## config.mk

```make
export PLATFORM = sky130hd
export DESIGN_NAME = ps2_key_tracker_flat
export DESIGN_NICKNAME = d
export VERILOG_FILES = /design/src/rtl/ps2_key_tracker_pkg.sv /design/src/rtl/ps2_key_tracker_if.sv /design/src/rtl/ps2_key_tracker_frame_rx.sv /design/src/rtl/ps2_key_tracker.sv /design/src/flat_wrapper.sv
export SDC_FILE = /design/constraint.sdc
export NUM_CORES = 2
export LEC_CHECK = 0
export CORE_MARGIN = 2
export CORE_UTILIZATION = 35
export CTS_CLUSTER_SIZE = 25
export DETAILED_ROUTE_END_ITERATION = 12
export GPL_ROUTABILITY_DRIVEN = 0
export GPL_TIMING_DRIVEN = 0
export HOLD_SLACK_MARGIN = 0.15
export MAX_ROUTING_LAYER = met4
export PLACE_DENSITY_LB_ADDON = 0.1
export SLEW_MARGIN = 15
export SYNTH_ARGS = -nofsm -noshare
export SYNTH_HDL_FRONTEND = slang
export SYNTH_HIERARCHICAL = 1
export SYNTH_SLANG_ARGS = --single-unit
```

## constraint.sdc

```tcl
create_clock -name pclk -period 22.9 [get_ports pclk]
set_input_delay 4.58 -clock pclk [delete_from_list [all_inputs] [get_ports pclk]]
set_output_delay 4.58 -clock pclk [all_outputs]
set_load 0.01 [all_outputs]
```

## src/rtl/ps2_key_tracker_pkg.sv

```systemverilog
// Shared constants for the PS/2 keyboard tracker:
// scan-code prefixes, ignore list, decoder states, key indices.
package dino_kbd_pkg;

  localparam logic [7:0] PS2_EXT    = 8'hE0;
  localparam logic [7:0] PS2_BRK    = 8'hF0;
  localparam logic [7:0] PS2_PAUSE  = 8'hE1;

  localparam logic [7:0] PS2_BAT_OK = 8'hAA;
  localparam logic [7:0] PS2_ACK    = 8'hFA;
  localparam logic [7:0] PS2_RESEND = 8'hFE;
  localparam logic [7:0] PS2_ECHO   = 8'hEE;
  localparam logic [7:0] PS2_OVF0   = 8'h00;
  localparam logic [7:0] PS2_OVF1   = 8'hFF;

  localparam logic [8:0] KEY_SPACE  = 9'h029;
  localparam logic [2:0] PAUSE_SKIP = 3'd7;

  typedef enum logic [2:0] {
    D_IDLE    = 3'd0,
    D_EXT     = 3'd1,
    D_BRK     = 3'd2,
    D_EXT_BRK = 3'd3,
    D_PAUSE   = 3'd4
  } dec_state_e;

  function automatic logic is_ignored(
    input logic [7:0] b
  );
    return (b == PS2_BAT_OK) || (b == PS2_ACK)
        || (b == PS2_RESEND) || (b == PS2_ECHO)
        || (b == PS2_OVF0)   || (b == PS2_OVF1);
  endfunction

endpackage

```

## src/rtl/ps2_key_tracker_if.sv

```systemverilog
// PS/2 pins plus key-state results of the tracker.
// master = keyboard/pin side, slave = tracker.
interface ps2_key_tracker_if;
  logic         ps2_clk;
  logic         ps2_data;
  logic [511:0] key_down;
  logic [8:0]   last_change;
  logic         key_valid;
  logic         frame_err;

  modport master (
    output ps2_clk, ps2_data,
    input  key_down, last_change,
    input  key_valid, frame_err
  );

  modport slave (
    input  ps2_clk, ps2_data,
    output key_down, last_change,
    output key_valid, frame_err
  );
endinterface

```

## src/rtl/ps2_key_tracker_frame_rx.sv

```systemverilog
// PS/2 frame receiver: sync, clock debounce, 11-bit
// shift, start/parity/stop check and inter-edge timeout.
module ps2_frame_rx #(
  parameter int FILTER_LEN  = 8,
  parameter int TIMEOUT_CYC = 5000
) (
  input  logic       pclk,
  input  logic       rst,
  input  logic       ps2_clk_i,
  input  logic       ps2_data_i,
  output logic [7:0] byte_o,
  output logic       byte_valid_o,
  output logic       frame_err_o
);

  localparam int FW = $clog2(FILTER_LEN + 1);
  localparam int TW = $clog2(TIMEOUT_CYC + 1);

  logic [1:0]    clk_sync_q, dat_sync_q;
  logic          filt_q, filt_d;
  logic [FW-1:0] fcnt_q, fcnt_d;
  logic [3:0]    bit_cnt_q, bit_cnt_d;
  logic [9:0]    sh_q, sh_d;
  logic [TW-1:0] to_q, to_d;
  logic [7:0]    byte_q, byte_d;
  logic          valid_q, valid_d;
  logic          err_q, err_d;
  logic          fall, din, frame_ok;

  assign din = dat_sync_q[1];
  assign fall = filt_q & ~filt_d;
  // sh_q[0]=start, [8:1]=data, [9]=parity; din is stop
  assign frame_ok = ~sh_q[0] & din & (^sh_q[9:1]);

  always_comb begin
    filt_d = filt_q;
    fcnt_d = '0;
    if (clk_sync_q[1] != filt_q) begin
      if (fcnt_q == FW'(FILTER_LEN - 1))
        filt_d = clk_sync_q[1];
      else
        fcnt_d = fcnt_q + 1'b1;
    end
  end

  always_comb begin
    bit_cnt_d = bit_cnt_q;
    sh_d      = sh_q;
    to_d      = to_q;
    byte_d    = byte_q;
    valid_d   = 1'b0;
    err_d     = 1'b0;
    if (fall) begin
      to_d = '0;
      if (bit_cnt_q == 4'd10) begin
        bit_cnt_d = '0;
        if (frame_ok) begin
          valid_d = 1'b1;
          byte_d  = sh_q[8:1];
        end else begin
          err_d = 1'b1;
        end
      end else begin
        sh_d      = {din, sh_q[9:1]};
        bit_cnt_d = bit_cnt_q + 4'd1;
      end
    end else if (bit_cnt_q != 4'd0) begin
      if (to_q == TW'(TIMEOUT_CYC - 1)) begin
        err_d     = 1'b1;
        bit_cnt_d = '0;
        to_d      = '0;
      end else begin
        to_d = to_q + 1'b1;
      end
    end else begin
      to_d = '0;
    end
  end

  // Idle PS/2 lines are high; reset that way to avoid a false edge.
  always_ff @(posedge pclk or posedge rst) begin
    if (rst) begin
      clk_sync_q <= 2'b11;
      dat_sync_q <= 2'b11;
      filt_q     <= 1'b1;
      fcnt_q     <= '0;
      bit_cnt_q  <= '0;
      sh_q       <= '0;
      to_q       <= '0;
      byte_q     <= '0;
      valid_q    <= 1'b0;
      err_q      <= 1'b0;
    end else begin
      clk_sync_q <= {clk_sync_q[0], ps2_clk_i};
      dat_sync_q <= {dat_sync_q[0], ps2_data_i};
      filt_q     <= filt_d;
      fcnt_q     <= fcnt_d;
      bit_cnt_q  <= bit_cnt_d;
      sh_q       <= sh_d;
      to_q       <= to_d;
      byte_q     <= byte_d;
      valid_q    <= valid_d;
      err_q      <= err_d;
    end
  end

  assign byte_o       = byte_q;
  assign byte_valid_o = valid_q;
  assign frame_err_o  = err_q;

endmodule

```

## src/rtl/ps2_key_tracker.sv

```systemverilog
// PS/2 keyboard tracker: scan-code set 2 decoder that
// maintains a 512-bit {ext,code} key-held map.
module ps2_key_tracker
  import dino_kbd_pkg::*;
#(
  parameter int FILTER_LEN  = 8,
  parameter int TIMEOUT_CYC = 5000
) (
  input  logic               pclk,
  input  logic               rst,
  ps2_key_tracker_if.slave   bus
);

  logic [7:0]   rx_byte;
  logic         rx_valid;
  logic         rx_err;
  dec_state_e   state_q, state_d;
  logic [2:0]   skip_q, skip_d;
  logic         ev_make, ev_brk;
  logic [8:0]   ev_idx;
  logic [511:0] kd_q, kd_d;
  logic [8:0]   lc_q, lc_d;
  logic         kv_q, kv_d;

  ps2_frame_rx #(
    .FILTER_LEN  (FILTER_LEN),
    .TIMEOUT_CYC (TIMEOUT_CYC)
  ) u_rx (
    .pclk         (pclk),
    .rst          (rst),
    .ps2_clk_i    (bus.ps2_clk),
    .ps2_data_i   (bus.ps2_data),
    .byte_o       (rx_byte),
    .byte_valid_o (rx_valid),
    .frame_err_o  (rx_err)
  );

  always_ff @(posedge pclk or posedge rst) begin
    if (rst) begin
      state_q <= D_IDLE;
      skip_q  <= '0;
    end else begin
      state_q <= state_d;
      skip_q  <= skip_d;
    end
  end

  always_comb begin
    state_d = state_q;
    skip_d  = skip_q;
    if (rx_valid) begin
      case (state_q)
        D_IDLE: begin
          unique case (1'b1)
            (rx_byte == PS2_EXT): state_d = D_EXT;
            (rx_byte == PS2_BRK): state_d = D_BRK;
            (rx_byte == PS2_PAUSE): begin
              state_d = D_PAUSE;
              skip_d  = PAUSE_SKIP;
            end
            default: ;
          endcase
        end
        D_EXT: begin
          if (rx_byte == PS2_BRK)
            state_d = D_EXT_BRK;
          else if (rx_byte != PS2_EXT)
            state_d = D_IDLE;
        end
        D_BRK: begin
          if (rx_byte == PS2_EXT)
            state_d = D_EXT_BRK;
          else
            state_d = D_IDLE;
        end
        D_EXT_BRK: state_d = D_IDLE;
        D_PAUSE: begin
          skip_d = skip_q - 3'd1;
          if (skip_q == 3'd1)
            state_d = D_IDLE;
        end
        default: state_d = D_IDLE;
      endcase
    end
  end

  always_comb begin
    ev_make = 1'b0;
    ev_brk  = 1'b0;
    ev_idx  = '0;
    if (rx_valid) begin
      case (state_q)
        D_IDLE: begin
          if (rx_byte != PS2_EXT && rx_byte != PS2_BRK
              && rx_byte != PS2_PAUSE
              && !is_ignored(rx_byte)) begin
            ev_make = 1'b1;
            ev_idx  = {1'b0, rx_byte};
          end
        end
        D_EXT: begin
          if (rx_byte != PS2_BRK && rx_byte != PS2_EXT) begin
            ev_make = 1'b1;
            ev_idx  = {1'b1, rx_byte};
          end
        end
        D_BRK: begin
          if (rx_byte != PS2_EXT) begin
            ev_brk = 1'b1;
            ev_idx = {1'b0, rx_byte};
          end
        end
        D_EXT_BRK: begin
          ev_brk = 1'b1;
          ev_idx = {1'b1, rx_byte};
        end
        default: ;
      endcase
    end
  end

  // Typematic repeats and stray breaks leave state untouched.
  always_comb begin
    kd_d = kd_q;
    lc_d = lc_q;
    kv_d = 1'b0;
    if (ev_make && !kd_q[ev_idx]) begin
      kd_d[ev_idx] = 1'b1;
      lc_d         = ev_idx;
      kv_d         = 1'b1;
    end else if (ev_brk && kd_q[ev_idx]) begin
      kd_d[ev_idx] = 1'b0;
      lc_d         = ev_idx;
      kv_d         = 1'b1;
    end
  end

  always_ff @(posedge pclk or posedge rst) begin
    if (rst) begin
      kd_q <= '0;
      lc_q <= '0;
      kv_q <= 1'b0;
    end else begin
      kd_q <= kd_d;
      lc_q <= lc_d;
      kv_q <= kv_d;
    end
  end

  assign bus.key_down    = kd_q;
  assign bus.last_change = lc_q;
  assign bus.key_valid   = kv_q;
  assign bus.frame_err   = rx_err;

endmodule
```

## src/flat_wrapper.sv

```systemverilog
// flat-port wrapper written by rule: the top's interface ports become plain ports
module ps2_key_tracker_flat import dino_kbd_pkg::*;
#(
  parameter int FILTER_LEN  = 8,
  parameter int TIMEOUT_CYC = 5000
)
  (pclk, rst, bus_ps2_clk, bus_ps2_data, bus_key_down, bus_last_change, bus_key_valid, bus_frame_err);
  ps2_key_tracker_if bus_i ();
  input  logic pclk;
  input  logic rst;
  input wire logic [$bits(bus_i.ps2_clk)-1:0] bus_ps2_clk;
  input wire logic [$bits(bus_i.ps2_data)-1:0] bus_ps2_data;
  output wire logic [$bits(bus_i.key_down)-1:0] bus_key_down;
  output wire logic [$bits(bus_i.last_change)-1:0] bus_last_change;
  output wire logic [$bits(bus_i.key_valid)-1:0] bus_key_valid;
  output wire logic [$bits(bus_i.frame_err)-1:0] bus_frame_err;
  assign bus_i.ps2_clk = bus_ps2_clk;
  assign bus_i.ps2_data = bus_ps2_data;
  assign bus_key_down = bus_i.key_down;
  assign bus_last_change = bus_i.last_change;
  assign bus_key_valid = bus_i.key_valid;
  assign bus_frame_err = bus_i.frame_err;
  ps2_key_tracker #(.FILTER_LEN(FILTER_LEN), .TIMEOUT_CYC(TIMEOUT_CYC)) u_core (.pclk(pclk), .rst(rst), .bus(bus_i));
endmodule
```

==> ci_impl_report.md <==
## Synthesis and layout report

| Metric | Value |
|---|---|
| Top cells excl fill/tap | 569 x dfrtp_1, 526 x clkdlybuf4s50_1, 499 x o31ai_1 |
| Final ANT Viol Nets | 0 |
| Leading cell kind | flip-flops and latches |
| Wire length per cell | 37.9 um |
| Most used cell, CP | clkbuf_1 |
| Rel. slew slack | under 10% |
| Gates resized, CTS repair | 0 |
| Buffer share of cell area | 19.1% |
| Ys async rst share | 100% |
| Routed length on met1 | 60500 um |
| Non-filler cells, final | 4577 |
| Routed vias | around 32000 |
| Nature of the critical path endpoint | flip-flop |
| Placement Cell Area | between 30000 and 40000 sq um |
| Top delay family on crit path | buffers and inverters |
| Clock buf count | 104 |
| Max Cap Viol | 0 |
| Worst hold slack | 356 ps |
| Seq cells | around 570 |
| Power Total | approximately 2.2 mW |
| Syn Inst Count | 2847 |
| Num ports | 527 |
| CP Class | flip-flop to flip-flop |
| Outcome | completed |
| Dpl cells | 4445 |
| Core Area | slightly above 80000 sq um |
| Finish-stage setup viols | 0 |
| Register area share after synthesis | 50.3% |
| Net Count, Synth | 2858 |
| R2r startpoint | u_core/u_rx/byte_o[1]$_DFFE_PP0P_ |
| Post-DP HPWL | 120000 um |
| CP bufs+invs | 4 |
| Worst min-delay path endpoint | u_core/u_rx/clk_sync_q[1]$_DFF_PP1_ |
| Commonest Layout Cell | dfrtp_1 |
| Power Dens Cells | 58.2 nW/um^2 |
| Gr ovfl total | 0 |
-- cell families (layout without fill, tap and decap cells) --
| group | after synthesis | after routing | share of synthesized area, % |
|---|---|---|---|
| compound gates | 1386 | 1386 | 32.3 |
| xor+xnor | 21 | 21 | 0.722 |
| fa+ha+maj | 7 | 7 | 0.306 |
| buf+inv | 380 | 1036 | 6.32 |
| flops | 574 | 574 | 50.3 |
| mux | 74 | 74 | 2.95 |
| other cells | 0 | 14 | 0 |
| simple gates | 405 | 405 | 7.11 |
-- report_power, final --
group | total, mW | internal [mW] | switching [mW]
Sequential | 1.02 | 1.02 | 0.00238
Clock | 1.15 | 0.692 | 0.456
Combinational | 0.0329 | 0.00731 | 0.0256
**Clock wires, drivers and flops**

(2 px per um)
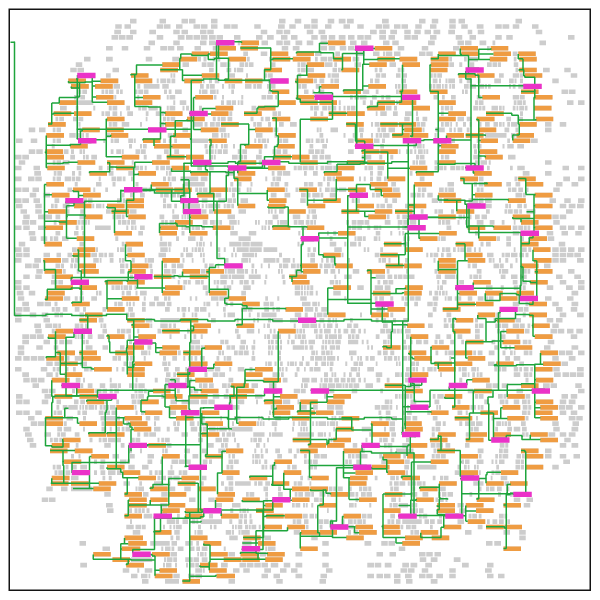
legend:
  orange:
    item: flip-flops
    count: 574
  magenta:
    item: clock-net drivers
    count: 67
  green:
    item: clock wires
    length: 8150 um
routed clock nets: 68
Clock power frac: 52.1%
Clock Latency Late Sink: 630 ps

**Placement by cell class**

(1.5 px per um) Fill, decap, tap and diode cells in gray.
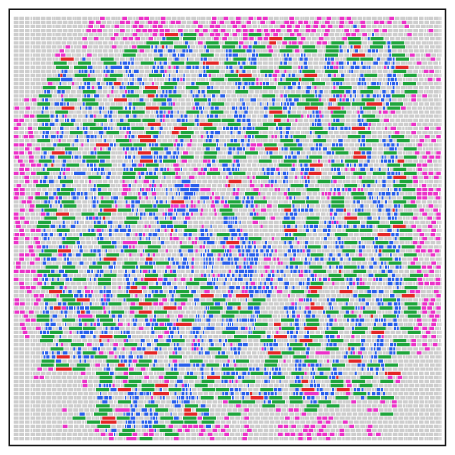
legend:
  blue:
    class: remaining logic cells
    cells: 1918
  magenta:
    class: remaining buffers and delay cells
    cells: 893
  green:
    class: registers
    cells: 574
  red:
    class: clock drivers and dummy loads
    cells: 118
utilization after layout: 46.9%
sequential share of cell area: 38.0%
final instance area: 37800 sq um
Std-Cell Rows: 104

**Power grid**

(1 px per um) Pins as bars on the die edge.
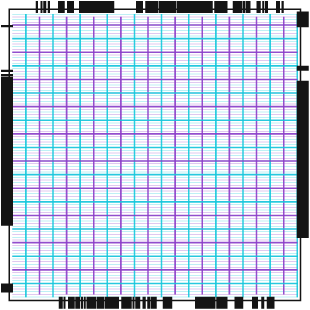
legend:
  cyan:
    net: VSS
  purple:
    net: VDD
met5 straps: 20
met1 rails: 105
signal pins: 527
rows: 104
met4 straps: 21
Die X: 290 um
VDD IR-drop max: 0.0437 mV

Power is estimated from default activity; no workload was simulated.
